Fig. 1: run 1, clock routing
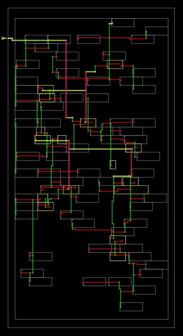
Fig. 2: run 1, power grid
Drawn at 4 px/µm. Pins as bars on the die edge.
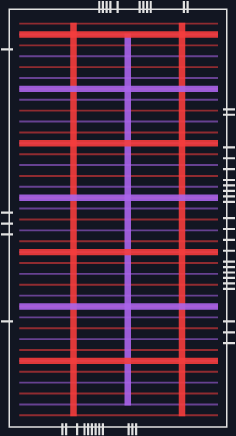
Fig. 3: run 1, cell density map
Drawn at 4 px/µm. The die is cut into 5 by 10 equal tiles; black is low, pale yellow is high, 0 to 100% covered.
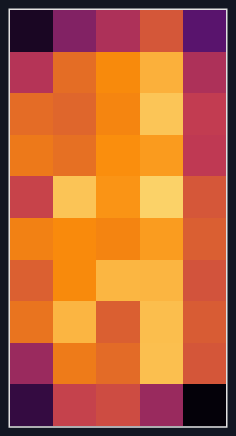
Fig. 4: run 1, signal wires on met2
Drawn at 4 px/µm.
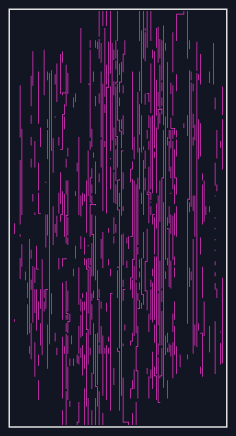
--- config.mk ---
export PLATFORM = sky130hd
export DESIGN_NAME = anomaly_alarm_aggregator_flat
export DESIGN_NICKNAME = d
export VERILOG_FILES = /design/src/rtl/anomaly_alarm_aggregator_if.sv /design/src/rtl/anomaly_alarm_aggregator.sv /design/src/flat_wrapper.sv
export SDC_FILE = /design/constraint.sdc
export NUM_CORES = 1
export LEC_CHECK = 0
export CAP_MARGIN = 15
export CORE_ASPECT_RATIO = 2
export CORE_MARGIN = 2
export CORE_UTILIZATION = 56
export CTS_BUF_LIST = sky130_fd_sc_hd__clkbuf_8 sky130_fd_sc_hd__clkbuf_16
export CTS_CLUSTER_SIZE = 30
export DETAILED_ROUTE_END_ITERATION = 7
export GPL_TIMING_DRIVEN = 0
export HOLD_SLACK_MARGIN = 0.12
export PLACE_DENSITY_LB_ADDON = 0.15
export SETUP_SLACK_MARGIN = 0.05
export SYNTH_ARGS = -nofsm -noshare
export SYNTH_HDL_FRONTEND = slang
export SYNTH_SLANG_ARGS = --single-unit
--- constraint.sdc ---
create_clock -name clk -period 7.4 [get_ports clk]
set_input_delay 1.11 -clock clk [delete_from_list [all_inputs] [get_ports clk]]
set_output_delay 1.11 -clock clk [all_outputs]
set_load 0.005 [all_outputs]
--- src/rtl/anomaly_alarm_aggregator_if.sv ---
// Detector-to-aggregator bundle: scored samples and threshold in,
// windowed count, alarm and timestamp out.
interface anomaly_alarm_aggregator_if #(
    parameter int CNT_W = 5,
    parameter int TS_W  = 16
);
    logic             score_valid;
    logic             anomaly_detected;
    logic [CNT_W-1:0] threshold;
    logic             alarm_ack;
    logic [CNT_W-1:0] anomaly_count;
    logic             alarm;
    logic             alarm_pulse;
    logic [TS_W-1:0]  alarm_timestamp;
    logic [TS_W-1:0]  sample_index;
    logic [1:0]       state;

    modport master (
        output score_valid, anomaly_detected, threshold, alarm_ack,
        input  anomaly_count, alarm, alarm_pulse,
        input  alarm_timestamp, sample_index, state
    );

    modport slave (
        input  score_valid, anomaly_detected, threshold, alarm_ack,
        output anomaly_count, alarm, alarm_pulse,
        output alarm_timestamp, sample_index, state
    );
endinterface

--- src/rtl/anomaly_alarm_aggregator.sv ---
// Sliding-window anomaly counter with latched, acknowledged alarm
// and a sample-counted hold-off that suppresses alarm storms.
module anomaly_alarm_aggregator #(
    parameter int WINDOW  = 16,
    parameter int CNT_W   = 5,
    parameter int TS_W    = 16,
    parameter int HOLDOFF = 8
) (
    input logic                      clk,
    input logic                      reset,
    anomaly_alarm_aggregator_if.slave bus
);
    localparam int HC_W = (HOLDOFF > 0) ? $clog2(HOLDOFF + 1) : 1;
    localparam logic [HC_W-1:0] HC_LOAD = HC_W'(HOLDOFF);

    typedef enum logic [1:0] {
        S_MONITOR = 2'd0,
        S_ALARM   = 2'd1,
        S_HOLDOFF = 2'd2
    } state_t;

    state_t            state_q, state_d;
    logic [WINDOW-1:0] hist_q, hist_d;
    logic [CNT_W-1:0]  cnt_q, cnt_d, cnt_next;
    logic [TS_W-1:0]   idx_q, idx_d;
    logic [TS_W-1:0]   ts_q, ts_d;
    logic [HC_W-1:0]   hc_q, hc_d;
    logic              alarm_q, alarm_d;
    logic              pulse_q, pulse_d;
    logic              accept, trig;

    // Window update, trigger detection and FSM next-state.
    always_comb begin
        accept   = bus.score_valid;
        cnt_next = cnt_q + CNT_W'(bus.anomaly_detected)
                 - CNT_W'(hist_q[WINDOW-1]);
        trig     = accept && (bus.threshold != '0)
                 && (cnt_next >= bus.threshold);
        state_d  = state_q;
        hist_d   = hist_q;
        cnt_d    = cnt_q;
        idx_d    = idx_q;
        ts_d     = ts_q;
        hc_d     = hc_q;
        alarm_d  = alarm_q;
        pulse_d  = 1'b0;
        if (accept) begin
            hist_d = {hist_q[WINDOW-2:0], bus.anomaly_detected};
            cnt_d  = cnt_next;
            idx_d  = idx_q + TS_W'(1);
        end
        unique case (state_q)
            S_MONITOR: begin
                if (trig) begin
                    state_d = S_ALARM;
                    alarm_d = 1'b1;
                    pulse_d = 1'b1;
                    ts_d    = idx_q;
                end
            end
            S_ALARM: begin
                if (bus.alarm_ack) begin
                    alarm_d = 1'b0;
                    hc_d    = HC_LOAD;
                    state_d = (HOLDOFF == 0) ? S_MONITOR : S_HOLDOFF;
                end
            end
            S_HOLDOFF: begin
                if (accept) begin
                    hc_d = hc_q - HC_W'(1);
                    if (hc_q <= HC_W'(1))
                        state_d = S_MONITOR;
                end
            end
            default: state_d = S_MONITOR;
        endcase
    end

    // State and datapath registers with synchronous active-low reset.
    always_ff @(posedge clk) begin
        if (!reset) begin
            state_q <= S_MONITOR;
            hist_q  <= '0;
            cnt_q   <= '0;
            idx_q   <= '0;
            ts_q    <= '0;
            hc_q    <= '0;
            alarm_q <= 1'b0;
            pulse_q <= 1'b0;
        end else begin
            state_q <= state_d;
            hist_q  <= hist_d;
            cnt_q   <= cnt_d;
            idx_q   <= idx_d;
            ts_q    <= ts_d;
            hc_q    <= hc_d;
            alarm_q <= alarm_d;
            pulse_q <= pulse_d;
        end
    end

    assign bus.anomaly_count   = cnt_q;
    assign bus.alarm           = alarm_q;
    assign bus.alarm_pulse     = pulse_q;
    assign bus.alarm_timestamp = ts_q;
    assign bus.sample_index    = idx_q;
    assign bus.state           = state_q;
endmodule

--- src/flat_wrapper.sv ---
// flat-port wrapper written by rule: the top's interface ports become plain ports
module anomaly_alarm_aggregator_flat 
#(
    parameter int WINDOW  = 16,
    parameter int CNT_W   = 5,
    parameter int TS_W    = 16,
    parameter int HOLDOFF = 8
)
  (clk, reset, bus_score_valid, bus_anomaly_detected, bus_threshold, bus_alarm_ack, bus_anomaly_count, bus_alarm, bus_alarm_pulse, bus_alarm_timestamp, bus_sample_index, bus_state);
  anomaly_alarm_aggregator_if #(.CNT_W(CNT_W), .TS_W(TS_W)) bus_i ();
  input logic clk;
  input logic reset;
  input wire logic [$bits(bus_i.score_valid)-1:0] bus_score_valid;
  input wire logic [$bits(bus_i.anomaly_detected)-1:0] bus_anomaly_detected;
  input wire logic [$bits(bus_i.threshold)-1:0] bus_threshold;
  input wire logic [$bits(bus_i.alarm_ack)-1:0] bus_alarm_ack;
  output wire logic [$bits(bus_i.anomaly_count)-1:0] bus_anomaly_count;
  output wire logic [$bits(bus_i.alarm)-1:0] bus_alarm;
  output wire logic [$bits(bus_i.alarm_pulse)-1:0] bus_alarm_pulse;
  output wire logic [$bits(bus_i.alarm_timestamp)-1:0] bus_alarm_timestamp;
  output wire logic [$bits(bus_i.sample_index)-1:0] bus_sample_index;
  output wire logic [$bits(bus_i.state)-1:0] bus_state;
  assign bus_i.score_valid = bus_score_valid;
  assign bus_i.anomaly_detected = bus_anomaly_detected;
  assign bus_i.threshold = bus_threshold;
  assign bus_i.alarm_ack = bus_alarm_ack;
  assign bus_anomaly_count = bus_i.anomaly_count;
  assign bus_alarm = bus_i.alarm;
  assign bus_alarm_pulse = bus_i.alarm_pulse;
  assign bus_alarm_timestamp = bus_i.alarm_timestamp;
  assign bus_sample_index = bus_i.sample_index;
  assign bus_state = bus_i.state;
  anomaly_alarm_aggregator #(.WINDOW(WINDOW), .CNT_W(CNT_W), .TS_W(TS_W), .HOLDOFF(HOLDOFF)) u_core (.clk(clk), .reset(reset), .bus(bus_i));
endmodule
==> results_dict.tcl, run 1 <==
# collected from the flow reports
set metrics [dict create \
    stage_log_warnings 27 \
    grt-ovfl-total 0 \
    top_cells_by_count "61 x sky130_fd_sc_hd__dfxtp_1, 40 x sky130_fd_sc_hd__nand2_1, 36 x sky130_fd_sc_hd__mux2i_1" \
    seq_cell_power_uw 348 \
    area_occupied_by_registers_um2 1220 \
    final_design_area_no_fill_um2 3560 \
    detail-route-antenna-nets 0 \
    critical_path.reg2reg.endpoint "u_core.bus.alarm_timestamp[15]$_SDFFE_PN0P_" \
    largest_cell_class "combinational gates" \
    non_clock_buffer_count 63 \
    grt_first_pass_wirelength_um 9690 \
    antenna-diode-count 0 \
    run_status "complete, no violations" \
    maxUsedRoutingLayer "met4" \
    max_slew.worst_pin.slew_ns 0.529 \
    group_with_the_largest_share_of_power "sequential cells" \
    final_net_count 377 \
    switching_share_pct 25.3 \
    portion_of_total_power_attributed_to_the_clock_network_pct 39.7 \
    dr_total_vias 2176 \
    cp-endpoint "u_core.bus.alarm_timestamp[15]$_SDFFE_PN0P_" \
    comb_power_share_pct 14.9 \
    busiest_layer "met2" \
    layout_min_cycle_time_ns 3.58 \
    yosys_most_used_dff "sky130_fd_sc_hd__dfxtp_1" \
    edf_count 0 \
    number_of_tap_instances 57 \
    gr-usage-met3_pct 5.75 \
    grt.met1_usage_pct 23.0 \
    multi_input_logic_cell_count 204 \
    cts_tree "yes" \
    xor_xnor_share_pct 6.25 \
    drt-pass1-iter-count 4 \
    maximum_clock_frequency_ghz 0.279 \
    route.detailed.drc 0 \
    area_share_clock_buf_inv_pct 5.90 \
    h-tree-depth 3 \
    hold_viol_final 0 \
    finalNonFillerCells 415 \
    cp_top_family "adder cells" \
    antenna_found_initial 0 \
    period_used_pct 48.4 \
    place.detailed.hpwl_um 4360 \
    clock_latency_ns 0.34 \
    drt-wirelength-per-cell_um 13.9 \
    routed-wl-met2_um 3330 \
    worst_hold_path.endpoint "u_core.bus.alarm_timestamp[1]$_SDFFE_PN0P_" \
    ys_seq_share_pct 43.6 \
    yosysUniqueCellTypes 34 \
    most_used_cells_in_the_layout_excluding_fill_and_tap_cells "61 x sky130_fd_sc_hd__dfxtp_1, 48 x sky130_fd_sc_hd__clkdlybuf4s50_1, 40 x sky130_fd_sc_hd__nand2_1" \
    post-place-cells 399 \
    maxCapViolCount 0 \
    place.gp.congestion 0.729 \
    cts_made_buffers 9 \
    synth.cellmix.compoundShare_pct 3.66 \
    synth-adder-area-share_pct 6.52 \
    powerComb_uw 114 \
    internal_power_contribution_uw 573 \
    drt_iter0_markers 15 \
    slowest_delay_ns 0.45 \
    startpoint "bus_anomaly_detected" \
    met2_usage_pct 41.7 \
    comb_area_um2 1450 \
    fin_tns_setup_ns 0 \
    hp-class "register to register" \
    power_frac_seq_pct 45.4 \
    yosys_top_cell_area_share_pct 43.6 \
    critical_path.endpoint_type "register" \
    synth.cellmix.simpleShare_pct 22.3 \
    syn-num-nets 318 \
    chipArea_um2 5620 \
    post_route_cells_drive_above_1_share_pct 6.15 \
]
Notes on Fig. 1 above:
number of clock-tree buffers in the layout: 11
clock skew: 0.00898 ns
Clk. pwr: 304 µW

Notes on Fig. 2 above:
| color | net |
|---|---|
| purple | VDD |
| red | VSS |
met5 straps: 7
met4 straps: 3
die outline width: 54.0 µm
Core Region: 4860 µm²
die height: 104 µm

Notes on Fig. 3 above:
densest ninth of the die: center
fullest tile: 90%
mean over tiles: 62%
tiles over 75% full: 26%
Initial Utilization: 57.6%
share of the core filled with cells in the final layout: 73.3%

Notes on Fig. 4 above:
main direction: vertical
wire length on this layer: 3330 µm

Fig. 5: run 1, where the registers sit
Drawn at 4 px/µm. Other sequential cells in the stronger gray, the rest of the logic in the fainter gray.
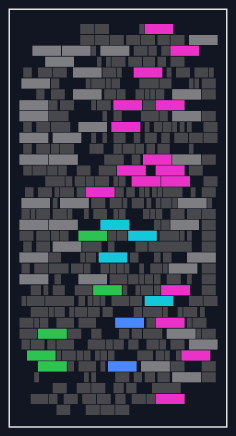

==> run 1 -> run 2 <==
--- a/config.mk
+++ b/config.mk
@@ -8,7 +8,7 @@
 export CAP_MARGIN = 15
 export CORE_ASPECT_RATIO = 2
 export CORE_MARGIN = 2
-export CORE_UTILIZATION = 56
+export CORE_UTILIZATION = 52
 export CTS_BUF_LIST = sky130_fd_sc_hd__clkbuf_8 sky130_fd_sc_hd__clkbuf_16
 export CTS_CLUSTER_SIZE = 30
 export DETAILED_ROUTE_END_ITERATION = 7
==> constraint.sdc (replaced) <==
create_clock -name clk -period 3.4 [get_ports clk]
set_input_delay 0.51 -clock clk [delete_from_list [all_inputs] [get_ports clk]]
set_output_delay 0.51 -clock clk [all_outputs]
set_load 0.005 [all_outputs]
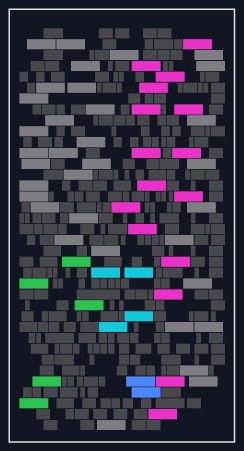
Fig. 6. Where the registers sit (run 2).
Drawn at 4 px/µm. Other sequential cells in the stronger gray, the rest of the logic in the fainter gray.
| color | name in the netlist | sequential cells |
|---|---|---|
| blue | `u_core.bus.state` | 2 |
| green | `u_core.bus.anomaly_count` | 5 |
| cyan | `u_core.hc_q` | 4 |
| magenta | `u_core.bus.sample_index` | 16 |

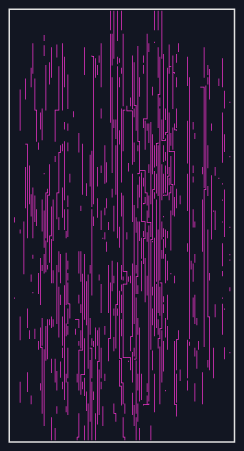
Fig. 7. Signal wires on met2 (run 2).
Drawn at 4 px/µm.
main direction: vertical
share of all routed wire: 55%

==> run 2 against run 1 <==
Critical path depth up 2; final cell count unchanged; synthesized cell count unchanged; critical path type is now register to register; clock skew down 0.0028 ns; register-to-register slack worse by 4.0 ns; non-clock buffer count unchanged; largest cell class unchanged; setup slack worse by 3.4 ns; global-route usage down 2.3 points; via count down 2.0%; final area unchanged; clock-buffer cell count up 1; sequential power up 120%.
==> results_dict.tcl, run 2 <==
# collected from the flow reports
set metrics [dict create \
    maximum_clock_frequency_ghz 0.334 \
    layout_min_cycle_time_ns 2.99 \
    hp-class "register to register" \
    place.gp.congestion 0.745 \
    area_occupied_by_registers_um2 1220 \
    grt-ovfl-total 0 \
    group_with_the_largest_share_of_power "sequential cells" \
    drt_iter0_markers 71 \
    antenna_found_initial 0 \
    route.detailed.drc 0 \
    switching_share_pct 24.5 \
    chipHeight_um 108 \
    h-tree-depth 3 \
    period_used_pct 88.0 \
    clockNetworkPower_uw 669 \
    busiest_layer "met2" \
    startpoint "u_core.bus.anomaly_count[0]$_SDFFE_PN0P_" \
    synth-adder-area-share_pct 6.52 \
    dr_total_vias 2132 \
    multi_input_logic_cell_count 204 \
    fin_tns_setup_ns 0 \
    drt-wirelength-per-cell_um 13.6 \
    power_frac_seq_pct 45.3 \
    maxUsedRoutingLayer "met4" \
    cts_made_buffers 9 \
    post-place-cells 400 \
    die_width_um 55.9 \
    chipArea_um2 6030 \
    comb_power_share_pct 14.8 \
    cts_tree "yes" \
    stage_log_warnings 27 \
    grt.met1_usage_pct 19.1 \
    yosys_most_used_dff "sky130_fd_sc_hd__dfxtp_1" \
    worst_hold_path.endpoint "u_core.bus.alarm_timestamp[5]$_SDFFE_PN0P_" \
    final_design_area_no_fill_um2 3560 \
    portion_of_total_power_attributed_to_the_clock_network_pct 39.9 \
    max_slew.worst_pin.slew_ns 0.529 \
    yosysUniqueCellTypes 34 \
    gr-usage-met3_pct 7.21 \
    run_status "complete, no violations" \
    post_route_cells_drive_above_1_share_pct 5.88 \
    slowest_delay_ns 0.40 \
    area_share_clock_buf_inv_pct 5.86 \
]
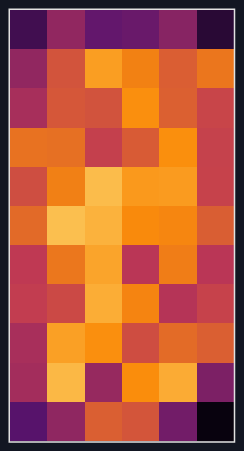
Fig. 8. Cell density map (run 2).
Drawn at 4 px/µm. The die is cut into 6 by 11 equal tiles; black is low, pale yellow is high, 0 to 100% covered.
Initial Utilization: 54.1%
share of the core filled with cells in the final layout: 68.8%
Core Region: 5180 µm²

==> run 2 -> run 3 <==
--- a/config.mk
+++ b/config.mk
@@ -12,10 +12,12 @@
 export CTS_BUF_LIST = sky130_fd_sc_hd__clkbuf_8 sky130_fd_sc_hd__clkbuf_16
 export CTS_CLUSTER_SIZE = 30
 export DETAILED_ROUTE_END_ITERATION = 7
+export GPL_ROUTABILITY_DRIVEN = 0
 export GPL_TIMING_DRIVEN = 0
 export HOLD_SLACK_MARGIN = 0.12
 export PLACE_DENSITY_LB_ADDON = 0.15
 export SETUP_SLACK_MARGIN = 0.05
+export SLEW_MARGIN = 20
 export SYNTH_ARGS = -nofsm -noshare
 export SYNTH_HDL_FRONTEND = slang
 export SYNTH_SLANG_ARGS = --single-unit
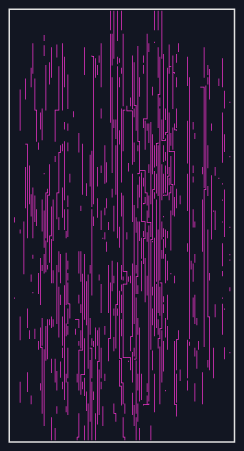
Fig. 9. Signal wires on met2 (run 3).
Drawn at 4 px/µm.
main direction: vertical
nets with wire on the layer: 314
longest straight run: 65.3 µm
wire length on this layer: 3120 µm
share of all routed wire: 55%
DRT Wirelength: 5650 µm
grt met2 use: 38.6%
Via Count: 2132

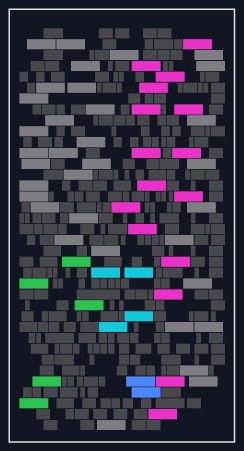
Fig. 10. Where the registers sit (run 3).
Drawn at 4 px/µm. Other sequential cells in the stronger gray, the rest of the logic in the fainter gray.
| color | name in the netlist | sequential cells |
|---|---|---|
| cyan | `u_core.hc_q` | 4 |
| blue | `u_core.bus.state` | 2 |
| magenta | `u_core.bus.sample_index` | 16 |
| green | `u_core.bus.anomaly_count` | 5 |
not colored: 34
fraction of area in registers: 34.3%
flip-flop and latch power: 758 µW
area occupied by registers: 1220 µm²

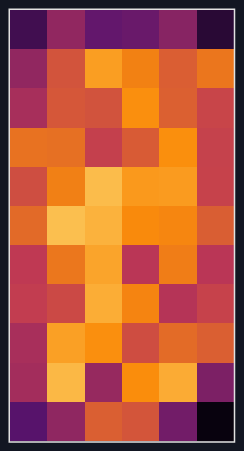
Fig. 11. Cell density map (run 3).
Drawn at 4 px/µm. The die is cut into 6 by 11 equal tiles; black is low, pale yellow is high, 0 to 100% covered.

==> run 3 against run 2 <==
Synthesized area unchanged; first-iteration DRC count unchanged; clock skew unchanged; die area unchanged; combinational power about the same; final area unchanged; via count unchanged; wire length unchanged.
==> results_dict.tcl, run 3 <==
# collected from the flow reports
set metrics [dict create \
    run_status "complete, no violations" \
    pre_cts_ws_ns 0.109 \
    hold_viol_final 0 \
    route.detailed.drc 0 \
    maxCapViolCount 0 \
    detail-route-antenna-nets 0 \
    grt_first_pass_wirelength_um 9450 \
    synth.cellmix.compoundShare_pct 3.66 \
    hp-class "register to register" \
    yosys-mux-area-fraction_pct 12.9 \
    comb_power_share_pct 14.8 \
    h-tree-depth 3 \
    maxUsedRoutingLayer "met4" \
    edf_count 0 \
    initial_utilization_pct 54.1 \
    worst_hold_path.endpoint "u_core.bus.alarm_timestamp[5]$_SDFFE_PN0P_" \
    hold_ws_ns 0.452 \
    group_with_the_largest_share_of_power "sequential cells" \
    maximum_clock_frequency_ghz 0.334 \
    multi_input_logic_cell_count 204 \
    critical_path_maximum_fanout 10 \
    most_used_cells_in_the_layout_excluding_fill_and_tap_cells "61 x sky130_fd_sc_hd__dfxtp_1, 48 x sky130_fd_sc_hd__clkdlybuf4s50_1, 40 x sky130_fd_sc_hd__nand2_1" \
    portion_of_total_power_attributed_to_the_clock_network_pct 39.9 \
    drt-wirelength-per-cell_um 13.6 \
    worst_path_max_delay_cell "sky130_fd_sc_hd__fa_1" \
    antenna-diode-count 0 \
    cts.sink_count 61 \
    post_route_cells_drive_above_1_share_pct 5.88 \
    fin_tns_setup_ns 0 \
    clkSlewWorstSetupHoldPaths_ns 0.07 \
    grt.met1_usage_pct 19.1 \
    rsz0062_at_grt "false" \
    startpoint "u_core.bus.anomaly_count[0]$_SDFFE_PN0P_" \
    layout.core_utilization_pct 68.8 \
    cts_tree "yes" \
    max_slew.worst_pin.slew_ns 0.529 \
    mapped_cell_area_um2 2800 \
    final_critical_path_setup_slack_ns 0.408 \
    switching_share_pct 24.5 \
    core-area_um2 5180 \
    synth-adder-area-share_pct 6.52 \
    grt-ovfl-total 0 \
    fillCellCount 442 \
    cts-hold-fix-buffers 0 \
    busiest_layer "met2" \
    drt_iter0_markers 71 \
    critical_path.endpoint_type "register" \
    final_design_area_no_fill_um2 3560 \
    period_used_pct 88.0 \
    place.detailed.hpwl_um 4230 \
    worstPathCellList "inv_1, ha_1, inv_1, ha_1, fa_1, a21o_1, a21oi_1, xnor2_1, ha_1, nand3_1, a21oi_1, buf_6, buf_12, mux2i_1" \
    yosys_most_used_dff "sky130_fd_sc_hd__dfxtp_1" \
    xor_xnor_share_pct 6.25 \
    gr-usage-met3_pct 7.21 \
    grt_resource_usage_total_pct 20.6 \
    stage_log_warnings 27 \
    antenna_found_initial 0 \
    clockNetworkPower_uw 669 \
    post-place-cells 400 \
    die_width_um 55.9 \
    comb_area_um2 1450 \
    layout_min_cycle_time_ns 2.99 \
    boundaryPins 51 \
    path_depth 14 \
    area_share_clock_buf_inv_pct 5.86 \
    timing.critical_path.buf_inv 4 \
    yosysUniqueCellTypes 34 \
    cts_made_buffers 9 \
    slowest_delay_ns 0.40 \
    chipArea_um2 6030 \
    chipHeight_um 108 \
    io_buffer_count 48 \
    clock_latency_ns 0.35 \
    power_frac_seq_pct 45.3 \
]
No activity file was given, so power comes from the tool's default toggle rates.
